==> run_1/registers.png <==
Drawn at 6 px/µm. Other sequential cells in the stronger grey, the rest of the logic in the fainter grey.
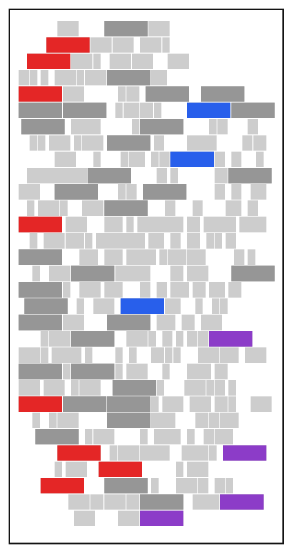
==> run_1/final_congestion.png <==
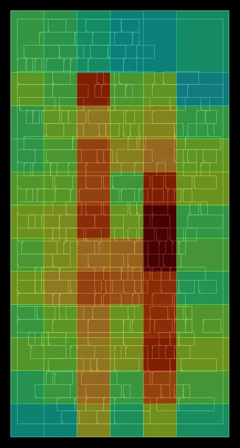
==> run_1/zoom.png <==
Region (10, 32) to (35, 57) µm. Cells in grey, sequential cells in the stronger grey; small squares are vias.
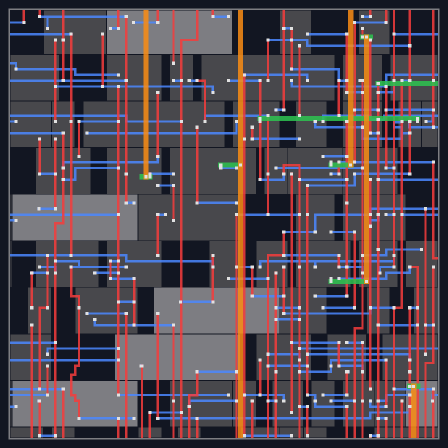
==> run_1/drive_strength.png <==
Drawn at 6 px/µm.
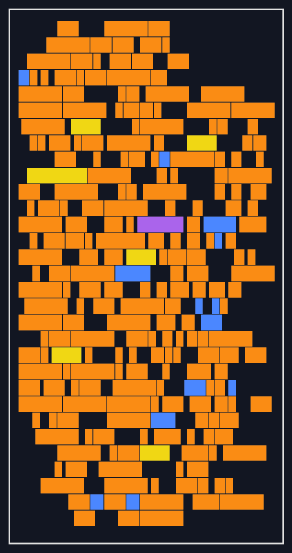
==> config.mk <==
export PLATFORM = sky130hd
export DESIGN_NAME = uart_rx_os
export DESIGN_NICKNAME = d
export VERILOG_FILES = /design/src/rtl/uart_rx_os.sv
export SDC_FILE = /design/constraint.sdc
export NUM_CORES = 1
export LEC_CHECK = 0
export CORE_ASPECT_RATIO = 2
export CORE_UTILIZATION = 56
export DETAILED_ROUTE_END_ITERATION = 10
export GPL_ROUTABILITY_DRIVEN = 1
export GPL_TIMING_DRIVEN = 0
export PLACE_DENSITY = 0.78
export REMOVE_ABC_BUFFERS = 1
export SLEW_MARGIN = 20
export SYNTH_ARGS = -nofsm -noshare
export SYNTH_HDL_FRONTEND = slang
export SYNTH_SLANG_ARGS = --single-unit
==> constraint.sdc <==
create_clock -name clk_i -period 2.5 [get_ports clk_i]
set_input_delay 0.5 -clock clk_i [delete_from_list [all_inputs] [get_ports clk_i]]
set_output_delay 0.5 -clock clk_i [all_outputs]
set_load 0.01 [all_outputs]
==> impl_metrics.json, run 1 <==
{
  "numPortBuffers": 18,
  "required_ps": 2000,
  "synth_cells": 226,
  "async_flop_share": 0,
  "clk_latency_ps": 300,
  "grt_start_max_net_pins": 30,
  "yosys.cell_count.top_type": "dfxtp_1",
  "die_w_um": 45.4,
  "hold_viol_final": 0,
  "cts_max_path_buffers": 2,
  "dr.pass1.iters": 4,
  "cts_buffers": 5,
  "comb_area_um2": 1050,
  "setup_slack_ps": 254,
  "reg2reg_depth": 5,
  "drc_errors": 0,
  "first_global_vias": 1592,
  "post_cts_buffers": 0,
  "antenna_cells": 0,
  "status": "complete, no violations",
  "ys_cells": 226,
  "syn_area_um2": 2110,
  "synth_area_leader_cell": "dfxtp_1",
  "power.density_nw_per_um2": 524,
  "cts_hold_buf": 0,
  "fill_cells": 308,
  "grtUsageMet1": 0.240,
  "yosys_warnings": 0,
  "worstSetupPathType": "flop to primary output",
  "core_region_area_um2": 3610,
  "worstMarginPinSlew_ps": 760,
  "area_leaders": "dfxtp_1 (45%), mux2i_1 (13%), nor2_1 (7.8%)",
  "max_cap_viol_count": 0,
  "grt_antenna_before_repair": 0,
  "worstHoldPathCells": 1,
  "endpoint_kind": "primary output",
  "cts_tree": "yes",
  "clock-root-buffer": "clkbuf_8",
  "ir_drop_mv": 0.542,
  "p_sw_frac": 0.221,
  "warnings": 27,
  "grt_pass1_wl_um": 6710,
  "synthTopCellsByCount": "dfxtp_1 (47), nor2_1 (44), mux2i_1 (27)",
  "pwr-share-clk": 0.346,
  "cts_max_level": 2,
  "core.rowCount": 31,
  "gp_congestion": 0.832,
  "start_kind": "flop",
  "top_cell_area_share": 0.446,
  "yosysSeqAreaShare": 0.446,
  "tns_ps": 0,
  "period_minus_slack_ps": 2250,
  "slew_headroom": 0.492,
  "fmax_mhz": 445,
  "pwr-share-comb": 0.045,
  "leakage_nw": 0.979,
  "cts_sinks": 47,
  "finalCritPeriodShare": 0.898,
  "chipArea_um2": 4030,
  "nNetsFinal": 248,
  "slew_viol_final": 0,
  "fp_util": 0.585,
  "rsz0062_at_grt": "no",
  "viasPerCell": 5.59,
  "setup_viol": 0,
  "die_h_um": 88.8,
  "worst_hold_path_type": "flop to flop",
  "synth_area_per_cell_um2": 9.33,
  "dpl.hpwl_um": 2840,
  "hold_ws_ps": 420,
  "synth_flops": 47,
  "layout-drive-gt1-share": 0.0837,
  "via_count": 1611
}
Back to the opening pictures, registers.png:
- state: blue (flops 3)
- tick_cnt: purple (flops 4; where lower right)
- rx_data_o: red (flops 8)
- not coloured: 32
sequential power: 0.760 mW
Register Area: 941 µm²
Final Util: 0.659

Back to the opening pictures, final_congestion.png:
met2 GRT Util: 0.394
GRT Total Usage: 0.228
Routed wire per std cell: 13.4 µm
met3 GRT Util: 0.0429
busiest grt layer: met2

Back to the opening pictures, zoom.png:
- met1: blue
- met4: orange
- met3: green
- met2: red
- most frequent: mux2i_1 (6), xnor2_1 (5), dfxtp_1 (5)
- cells with their middle in the window: 53
- sequential cells in the window: 5

Back to the opening pictures, drive_strength.png:
- drive 2: blue (cells 13; share 5.4%)
- drive 1 or less: orange (cells 219; share 92%)
- drive 3 to 4: purple (cells 1; share 0.42%)
- drive 6 and up: yellow (cells 6; share 2.5%)
post-route cell area: 2380 µm²
synthesis-to-finish area growth: 12.8%
non-clock buffer count: 19

## run 1: cells in the final DEF (no fill, tap or decap), drive strengths merged, types with 4 or more instances in the layout
master and n:
xnor2 6, nor3 5, o21ai 5, mux2i 27, inv 11, dfxtp 47
clkdlybuf4s50 17, a21oi 11, nand3 6, ha 4, and3 4, nor2 44
nand2 6, clkbuf 7
## run 1: logic make-up after synthesis
| family | after synthesis | share of synthesized area |
|---|---|---|
| AOI/OAI and AO/OA | 33 | 0.109 |
| xor gates and xnor gates | 7 | 0.0391 |
| adders and majority gates | 5 | 0.0291 |
| buffers and inverters | 25 | 0.0581 |
| DFF | 47 | 0.446 |
| muxes | 27 | 0.128 |
| and+or+nand+nor | 82 | 0.190 |
## run 1: cell type report
type,instances,share of cell area
inverter,11,0.0174
multi-input combinational,154,0.442
tap,49,0.0258
clock buffer,7,0.0321
clock inverter,1,0.00210
timing repair buffer,19,0.0852
sequential,47,0.396
## run 1: repair_timing
item	in CTS	in global routing
setup endpoints to repair	0	1
gates resized	0	1
hold endpoints to repair	0	0
## run 1: stage by stage
stage | util | instance area [µm²] | cells
3_5_place_dp | 0.635 | 2290 | 280
4_1_cts | 0.658 | 2370 | 288
6_report | 0.659 | 2380 | 288
3_3_place_gp | 0.629 | 2270 | 279
2_1_floorplan | - | 2030 | 212
5_1_grt | 0.659 | 2380 | 288
## run 1: per-layer routing
layer / vias to the layer above / wire length [µm]
met4: 0 / 135
met5: - / 0
met2: 30 / 2130
li1: 805 / -
met3: 12 / 104
met1: 764 / 1510
## run 1: worst max-delay path, cell delays in order (launching register included)
cell and delay (ps):
dfxtp_1 460, nor3_2 410, inv_2 90, clkdlybuf4s50_1 490
## run 1: power by group through the flow
stage	Sequential (mW)	Combinational (mW)	Clock (mW)
floorplan	0.775	0.0235	0
global placement	0.777	0.0505	0
detailed placement	0.777	0.0558	0
CTS	0.759	0.0559	0.446
global route	0.761	0.0620	0.474
finish	0.760	0.0561	0.431
## Run 2: what changed since run 1
--- a/config.mk
+++ b/config.mk
@@ -9,7 +9,6 @@
 export CORE_UTILIZATION = 56
 export DETAILED_ROUTE_END_ITERATION = 10
 export GPL_ROUTABILITY_DRIVEN = 1
-export GPL_TIMING_DRIVEN = 0
 export PLACE_DENSITY = 0.78
 export REMOVE_ABC_BUFFERS = 1
 export SLEW_MARGIN = 20
==> run_2/drive_strength.png <==
Drawn at 6 px/µm.
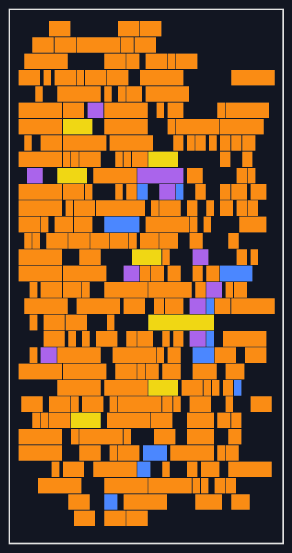
- drive 3 to 4: purple (cells 10; share 4.0%)
- drive 6 and up: yellow (cells 7; share 2.8%)
- drive 2: blue (cells 11; share 4.5%)
- drive 1 or less: orange (cells 219; share 89%)
non-clock buffer count: 27
synthesis-to-finish area growth: 16.4%
final worst slack: 235 ps
post-route cell area: 2450 µm²

==> run_2/registers.png <==
Drawn at 6 px/µm. Other sequential cells in the stronger grey, the rest of the logic in the fainter grey.
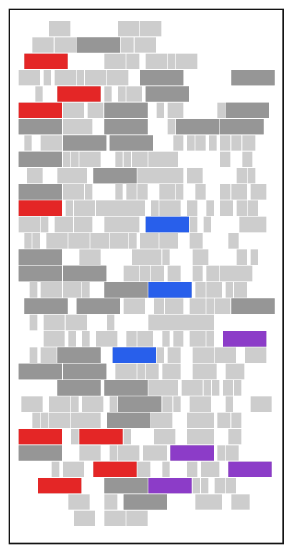
- state: blue (flops 3)
- rx_data_o: red (flops 8)
- tick_cnt: purple (flops 4; where lower right)
- not coloured: 32
sequential power: 0.759 mW
Final Util: 0.681
flop share of the area: 0.383

==> impl_metrics.json, run 2 <==
{
  "status": "complete, no violations",
  "cts_resized": 0,
  "slew_viol_final": 0,
  "fp_util": 0.585,
  "yosys_warnings": 0,
  "rsz0062_at_grt": "no",
  "slew_headroom": 0.582,
  "yosysSeqAreaShare": 0.446,
  "die_h_um": 88.8,
  "cts_tree": "yes",
  "cts_buffers": 5,
  "syn_area_um2": 2110,
  "area_leaders": "dfxtp_1 (45%), mux2i_1 (13%), nor2_1 (7.8%)",
  "synth_area_leader_cell": "dfxtp_1",
  "cts_hold_buf": 0,
  "ys_cells": 226,
  "die_w_um": 45.4,
  "worstMarginPinSlew_ps": 623,
  "required_ps": 2000,
  "fmax_mhz": 442,
  "final_cell_mix": "dfxtp_1 (47), nor2_1 (44), mux2i_1 (27)",
  "via_count": 1609,
  "worstHoldPathCells": 1,
  "core_region_area_um2": 3610,
  "top_cell_area_share": 0.446,
  "yosys.cell_count.top_type": "dfxtp_1",
  "grt_use_total": 0.224,
  "setup_viol": 0,
  "tns_ps": 0,
  "pwr-share-comb": 0.042,
  "period_minus_slack_ps": 2260,
  "layout-drive-gt1-share": 0.113,
  "endpoint_kind": "primary output",
  "dp_cells": 288,
  "warnings": 27,
  "numPortBuffers": 18,
  "reg2reg_depth": 5,
  "cts_sinks": 47,
  "grt_start_max_net_pins": 16,
  "leakage_nw": 1.03,
  "routedWlPerCell_um": 13.4
}
run 2: layout make-up:
cell class / count / area (µm²) / share of cell area
inverter: 11 / 41.3 / 0.0168
clock buffer: 6 / 82.6 / 0.0336
clock inverter: 2 / 35.0 / 0.0143
timing repair buffer: 27 / 248 / 0.101
multi-input combinational: 154 / 1050 / 0.426
tap: 49 / 61.3 / 0.0250
sequential: 47 / 941 / 0.383
run 2: power by group through the flow:
stage,Sequential (mW),Clock (mW),Combinational [mW]
floorplan,0.775,0,0.0235
global placement,0.777,0,0.0579
detailed placement,0.777,0,0.0588
CTS,0.759,0.580,0.0591
global route,0.760,0.614,0.0645
finish,0.759,0.564,0.0585
run 2: stage by stage:
| stage | hold WS [ps] | instance area [µm²] | util |
|---|---|---|---|
| after CTS | 425 | 2450 | 0.681 |
| after global routing | 436 | 2450 | 0.681 |
| after global placement | 391 | 2340 | 0.648 |
| final | 417 | 2450 | 0.681 |
| after floorplan | 389 | 2030 | - |
| after detailed placement | 402 | 2340 | 0.648 |
run 2: logic make-up (layout without fill, tap and decap cells):
family / after synthesis / after routing / share of synthesized area
flip-flops: 47 / 47 / 0.446
buffers and inverters: 25 / 46 / 0.0581
adder cells (fa/ha/maj): 5 / 5 / 0.0291
XOR/XNOR: 7 / 7 / 0.0391
AND-OR/OR-AND: 33 / 33 / 0.109
multiplexers: 27 / 27 / 0.128
AND/OR/NAND/NOR: 82 / 82 / 0.190
run 2: critical path, stage by stage (launching register included):
cell             delay (ps)
dfxtp_1                 620
nor3_1                  100
buf_4                   170
inv_2                    60
clkdlybuf4s50_1         520
run 2: per-layer routing:
layer / vias up / track usage / routed length [µm]
met5: - / 0 / 0
met4: 0 / 0.127 / 96
met3: 8 / 0.0469 / 85
met2: 21 / 0.394 / 2280
met1: 757 / 0.232 / 1510
li1: 823 / - / -
Power is estimated from default activity; no workload was simulated.
